## src/rtl/output_port_arbiter_pkg.sv

```systemverilog
// ============================================================================
// output_port_arbiter_pkg : shared router types, port count and defaults
// Rev 1.0
// ============================================================================
`default_nettype none

package output_port_arbiter_pkg;

  localparam int c_NUM_PORTS  = 3;
  localparam int c_DEF_UWIDTH = 8;

  typedef enum logic {
    ST_IDLE = 1'b0,
    ST_XFER = 1'b1
  } arb_state_t;

  // Index of a one-hot 3-bit grant; zero maps to index 0.
  function automatic logic [1:0] onehot_to_idx(input logic [c_NUM_PORTS-1:0] oh);
    logic [1:0] idx;
    idx = 2'd0;
    if (oh[1]) idx = 2'd1;
    if (oh[2]) idx = 2'd2;
    return idx;
  endfunction

endpackage

`default_nettype wire

```

## src/rtl/output_port_arbiter_if.sv

```systemverilog
// ============================================================================
// output_port_arbiter_if : source request/data bus and output port bus
// Rev 1.0
// ============================================================================
`default_nettype none

interface output_port_arbiter_if
  import output_port_arbiter_pkg::*;
#(
  parameter int UWIDTH = c_DEF_UWIDTH
);

  logic [c_NUM_PORTS-1:0] req;
  logic [c_NUM_PORTS-1:0] in_valid;
  logic [c_NUM_PORTS-1:0] in_last;
  logic [UWIDTH-1:0]      in_data_1;
  logic [UWIDTH-1:0]      in_data_2;
  logic [UWIDTH-1:0]      in_data_3;
  logic                   out_ready;
  logic [c_NUM_PORTS-1:0] grant;
  logic [c_NUM_PORTS-1:0] pop;
  logic                   out_valid;
  logic                   out_last;
  logic [UWIDTH-1:0]      out_data;
  logic                   busy;
  logic                   timeout_err;

  // Sources and downstream port side.
  modport master (
    output req, in_valid, in_last, in_data_1, in_data_2, in_data_3, out_ready,
    input  grant, pop, out_valid, out_last, out_data, busy, timeout_err
  );

  // Arbiter side.
  modport slave (
    input  req, in_valid, in_last, in_data_1, in_data_2, in_data_3, out_ready,
    output grant, pop, out_valid, out_last, out_data, busy, timeout_err
  );

endinterface

`default_nettype wire

```

## src/rtl/output_port_arbiter_rr_pick3.sv

```systemverilog
// ============================================================================
// rr_pick3 : 3-way round-robin pick, search starts just after rr_ptr_i
// Rev 1.0
// ============================================================================
`default_nettype none

module rr_pick3
  import output_port_arbiter_pkg::*;
(
  input  wire logic [c_NUM_PORTS-1:0] req_i,
  input  wire logic [1:0]             rr_ptr_i,
  output logic      [c_NUM_PORTS-1:0] pick_o
);

  function automatic logic [c_NUM_PORTS-1:0] first_of(
    input logic [c_NUM_PORTS-1:0] r,
    input logic [1:0]             a,
    input logic [1:0]             b,
    input logic [1:0]             c
  );
    logic [c_NUM_PORTS-1:0] oh;
    oh = '0;
    if (r[a])      oh[a] = 1'b1;
    else if (r[b]) oh[b] = 1'b1;
    else if (r[c]) oh[c] = 1'b1;
    return oh;
  endfunction

  always_comb begin
    pick_o = '0;
    case (rr_ptr_i)
      2'd0:    pick_o = first_of(req_i, 2'd1, 2'd2, 2'd0);
      2'd1:    pick_o = first_of(req_i, 2'd2, 2'd0, 2'd1);
      default: pick_o = first_of(req_i, 2'd0, 2'd1, 2'd2);
    endcase
  end

endmodule

`default_nettype wire

```

## src/rtl/output_port_arbiter.sv

```systemverilog
// ============================================================================
// output_port_arbiter : 3-source packet arbiter onto one registered output
// port. Optional packet watchdog enabled by defining ARB_TIMEOUT_EN.
// Rev 1.0
// ============================================================================
`default_nettype none

module output_port_arbiter
  import output_port_arbiter_pkg::*;
#(
  parameter int UWIDTH  = c_DEF_UWIDTH,
  parameter int TIMEOUT = 16,
  parameter int TO_SZ   = 5
)(
  input  wire logic               clk2,
  input  wire logic               rst,
  output_port_arbiter_if.slave    bus
);

  if ((2 ** TO_SZ) <= TIMEOUT) begin : g_bad_to_sz
    $error("TO_SZ too narrow for TIMEOUT");
  end

  arb_state_t             state_q;
  logic [c_NUM_PORTS-1:0] grant_q;
  logic [1:0]             rr_ptr_q;
  logic                   out_valid_q;
  logic                   out_last_q;
  logic [UWIDTH-1:0]      out_data_q;

  logic [c_NUM_PORTS-1:0] w_pick;
  logic [c_NUM_PORTS-1:0] w_pop;
  logic                   w_any_pop;
  logic [UWIDTH-1:0]      w_sel_data;
  logic                   w_sel_last;

  rr_pick3 u_rr_pick3 (
    .req_i    (bus.req),
    .rr_ptr_i (rr_ptr_q),
    .pick_o   (w_pick)
  );

  // A word moves whenever the output register is empty or being drained.
  always_comb begin
    w_pop = '0;
    if (state_q == ST_XFER) begin
      w_pop = grant_q & bus.in_valid & {c_NUM_PORTS{(!out_valid_q || bus.out_ready)}};
    end
  end

  assign w_any_pop = |w_pop;
  assign w_sel_last = |(grant_q & bus.in_last);

  always_comb begin
    w_sel_data = '0;
    case (grant_q)
      3'b001:  w_sel_data = bus.in_data_1;
      3'b010:  w_sel_data = bus.in_data_2;
      3'b100:  w_sel_data = bus.in_data_3;
      default: w_sel_data = '0;
    endcase
  end

`ifdef ARB_TIMEOUT_EN
  logic [TO_SZ-1:0] to_cnt_q;
  logic             to_err_q;
`endif

  always_ff @(posedge clk2 or negedge rst) begin
    if (!rst) begin
      state_q     <= ST_IDLE;
      grant_q     <= '0;
      rr_ptr_q    <= 2'd2;
      out_valid_q <= 1'b0;
      out_last_q  <= 1'b0;
      out_data_q  <= '0;
`ifdef ARB_TIMEOUT_EN
      to_cnt_q    <= '0;
      to_err_q    <= 1'b0;
`endif
    end else begin
`ifdef ARB_TIMEOUT_EN
      to_err_q <= 1'b0;
`endif
      if (w_any_pop) begin
        out_valid_q <= 1'b1;
        out_data_q  <= w_sel_data;
        out_last_q  <= w_sel_last;
      end else if (out_valid_q && bus.out_ready) begin
        out_valid_q <= 1'b0;
      end

      case (state_q)
        ST_IDLE: begin
`ifdef ARB_TIMEOUT_EN
          to_cnt_q <= '0;
`endif
          if (|bus.req) begin
            grant_q <= w_pick;
            state_q <= ST_XFER;
          end
        end

        ST_XFER: begin
          if (w_any_pop && w_sel_last) begin
            rr_ptr_q <= onehot_to_idx(grant_q);
            grant_q  <= '0;
            state_q  <= ST_IDLE;
`ifdef ARB_TIMEOUT_EN
            to_cnt_q <= '0;
`endif
          end
`ifdef ARB_TIMEOUT_EN
          else if (w_any_pop) begin
            to_cnt_q <= '0;
          end else if (to_cnt_q == TO_SZ'(TIMEOUT - 1)) begin
            // This stall cycle brings the count to TIMEOUT: revoke the hung source.
            rr_ptr_q <= onehot_to_idx(grant_q);
            grant_q  <= '0;
            state_q  <= ST_IDLE;
            to_cnt_q <= '0;
            to_err_q <= 1'b1;
          end else begin
            to_cnt_q <= to_cnt_q + 1'b1;
          end
`endif
        end

        default: begin
          state_q <= ST_IDLE;
          grant_q <= '0;
        end
      endcase
    end
  end

  assign bus.grant     = grant_q;
  assign bus.pop       = w_pop;
  assign bus.out_valid = out_valid_q;
  assign bus.out_last  = out_last_q;
  assign bus.out_data  = out_data_q;
  assign bus.busy      = (state_q == ST_XFER);
`ifdef ARB_TIMEOUT_EN
  assign bus.timeout_err = to_err_q;
`else
  assign bus.timeout_err = 1'b0;
`endif

endmodule

`default_nettype wire
```

## src/flat_wrapper.sv

```systemverilog
// flat-port wrapper written by rule: the top's interface ports become plain ports
module output_port_arbiter_flat import output_port_arbiter_pkg::*;
#(
  parameter int UWIDTH  = c_DEF_UWIDTH,
  parameter int TIMEOUT = 16,
  parameter int TO_SZ   = 5
)
  (clk2, rst, bus_req, bus_in_valid, bus_in_last, bus_in_data_1, bus_in_data_2, bus_in_data_3, bus_out_ready, bus_grant, bus_pop, bus_out_valid, bus_out_last, bus_out_data, bus_busy, bus_timeout_err);
  output_port_arbiter_if #(.UWIDTH(UWIDTH)) bus_i ();
  input  wire logic clk2;
  input  wire logic rst;
  input wire logic [$bits(bus_i.req)-1:0] bus_req;
  input wire logic [$bits(bus_i.in_valid)-1:0] bus_in_valid;
  input wire logic [$bits(bus_i.in_last)-1:0] bus_in_last;
  input wire logic [$bits(bus_i.in_data_1)-1:0] bus_in_data_1;
  input wire logic [$bits(bus_i.in_data_2)-1:0] bus_in_data_2;
  input wire logic [$bits(bus_i.in_data_3)-1:0] bus_in_data_3;
  input wire logic [$bits(bus_i.out_ready)-1:0] bus_out_ready;
  output wire logic [$bits(bus_i.grant)-1:0] bus_grant;
  output wire logic [$bits(bus_i.pop)-1:0] bus_pop;
  output wire logic [$bits(bus_i.out_valid)-1:0] bus_out_valid;
  output wire logic [$bits(bus_i.out_last)-1:0] bus_out_last;
  output wire logic [$bits(bus_i.out_data)-1:0] bus_out_data;
  output wire logic [$bits(bus_i.busy)-1:0] bus_busy;
  output wire logic [$bits(bus_i.timeout_err)-1:0] bus_timeout_err;
  assign bus_i.req = bus_req;
  assign bus_i.in_valid = bus_in_valid;
  assign bus_i.in_last = bus_in_last;
  assign bus_i.in_data_1 = bus_in_data_1;
  assign bus_i.in_data_2 = bus_in_data_2;
  assign bus_i.in_data_3 = bus_in_data_3;
  assign bus_i.out_ready = bus_out_ready;
  assign bus_grant = bus_i.grant;
  assign bus_pop = bus_i.pop;
  assign bus_out_valid = bus_i.out_valid;
  assign bus_out_last = bus_i.out_last;
  assign bus_out_data = bus_i.out_data;
  assign bus_busy = bus_i.busy;
  assign bus_timeout_err = bus_i.timeout_err;
  output_port_arbiter #(.UWIDTH(UWIDTH), .TIMEOUT(TIMEOUT), .TO_SZ(TO_SZ)) u_core (.clk2(clk2), .rst(rst), .bus(bus_i));
endmodule
```

## config.mk

```make
export PLATFORM = sky130hd
export DESIGN_NAME = output_port_arbiter_flat
export DESIGN_NICKNAME = d
export VERILOG_FILES = /design/src/rtl/output_port_arbiter_pkg.sv /design/src/rtl/output_port_arbiter_if.sv /design/src/rtl/output_port_arbiter_rr_pick3.sv /design/src/rtl/output_port_arbiter.sv /design/src/flat_wrapper.sv
export SDC_FILE = /design/constraint.sdc
export NUM_CORES = 1
export LEC_CHECK = 0
export CAP_MARGIN = 20
export CORE_ASPECT_RATIO = 1.2
export CORE_MARGIN = 2
export CORE_UTILIZATION = 40
export CTS_BUF_LIST = sky130_fd_sc_hd__clkbuf_4
export CTS_CLUSTER_DIAMETER = 30
export CTS_CLUSTER_SIZE = 12
export DETAILED_ROUTE_END_ITERATION = 8
export PLACE_DENSITY = 0.86
export SYNTH_ARGS = -nofsm -noshare
export SYNTH_HDL_FRONTEND = slang
export SYNTH_SLANG_ARGS = --single-unit
```

## constraint.sdc

```tcl
create_clock -name clk2 -period 3.55 [get_ports clk2]
set_input_delay 0.8875 -clock clk2 [delete_from_list [all_inputs] [get_ports clk2]]
set_output_delay 0.8875 -clock clk2 [all_outputs]
set_load 0.02 [all_outputs]
```

==> Flow_metrics.wiki <==
== Run summary ==
{| class="wikitable"
! Metric !! Value
|-
| Result of the run || finished, final reports clean
|-
| Die area || ~2600 sq um
|-
| Total of hold buffers inserted after clock tree synthesis || 0
|-
| Sequential share of cell area || 0.280
|-
| Largest voltage drop on the vdd net || roughly 0.4 mV
|-
| Area of the mapped netlist || 875 sq um
|-
| Clock buffers and inverters, area share || 0.0183
|-
| Proportion of layout cells with a drive suffix above 1 || 0.0556
|-
| Post-synthesis instance total || 93
|-
| Setup-violating endpoint count in the final report || 0
|-
| Adder-Cell Fraction of Synth Area || 0
|-
| First-pass GRT wire length || between 3000 and 4000 um
|-
| Most frequent cell on the critical path || clkdlybuf4s50_1
|-
| Most common cell after layout, fill and taps aside || clkdlybuf4s50_1
|-
| Final HPWL DP || 1970 um
|-
| Post-Syn Nets || about 130
|-
| Combinational power || about 0.54 mW
|-
| Combinational share of power || 0.558
|-
| Pwr per Cell Area || 673 nW/um^2
|-
| Routability cong. || 0.759
|-
| Most common cell in the netlist || dfrtp_1
|-
| Number of flip-flops under the largest register name || 8
|-
| Total area of sequential cells || 402 sq um
|-
| Clock Sink Count || 16
|-
| Area of all placed cells without fillers || roughly 1400 sq um
|-
| Count of cell types in the netlist || 28
|-
| Initial cell density of the core || 0.422
|-
| I/O pin count || between 50 and 60
|-
| Post-synth top flop || dfrtp_1
|-
| Slowest-stage cell, CP || clkdlybuf4s50_1
|-
| Number of global-route vias before repair || between 900 and 1000
|-
| Combinational Gates || roughly 70
|}
[worst paths after layout]
| kind | cells past startpoint | end | startpoint |
|---|---|---|---|
| worst min register to register | 1 | u_core.bus.out_last | u_core.bus.out_last |
| max in group asynchronous | 1 | u_core.bus.out_data[6] | rst |
| worst max-delay path | 5 | bus_pop[2] | bus_out_ready |
| min in group asynchronous | 1 | u_core.bus.busy | rst |
| worst min-delay path | 1 | u_core.bus.out_last | u_core.bus.out_last |
| worst max register to register | 4 | u_core.bus.out_data[0] | u_core.bus.grant[2] |
[critical path: cells and delay by family]
family	cells	cell delay (ns)
buffers and inverters	2	1.08
AND/OR/NAND/NOR	3	0.45
[per-layer routing]
metal / track usage / vias up
li1: - / 448
met1: 0.209 / 417
met2: 0.341 / 55
met3: 0.0294 / 2
met4: 0.0516 / 0
met5: 0 / -
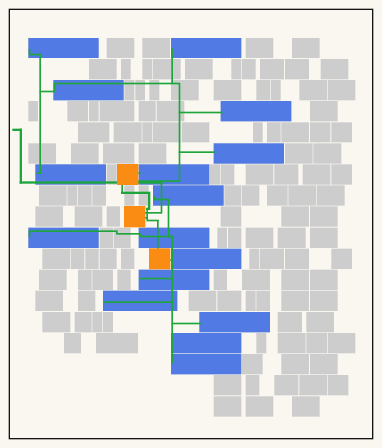
(images/clock_map.png)
[green] clock wires | length: 182 um
[orange] cells driving clock nets | count: 3
[blue] flip-flops | count: 16
routed clock nets: 4
Clock group: 0.0948 mW
largest clock skew in the final design: 0.00389 ns

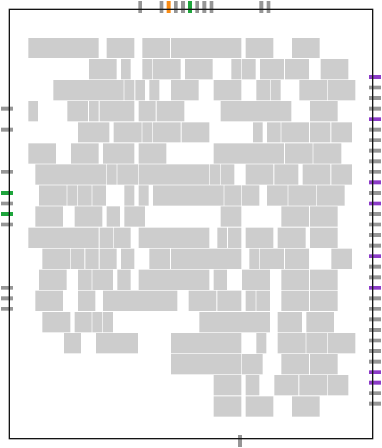
(images/pins.png)
Pins as bars across the die edge, other pins in gray.
[purple] `bus_in_data_1` | pins: 8 | direction: input | edge: right
[green] `bus_in_valid` | pins: 3 | direction: input | edge: 2 left, 1 top
[orange] `bus_out_valid` | pins: 1 | direction: output | edge: top
all pins by edge: 32 right, 11 top, 10 left, 1 bottom
PortBufs: 52
horizontal die size: 46.7 um
Die Ht: 55.2 um

Power figures rest on the tool's default switching activity, not on a simulated workload.
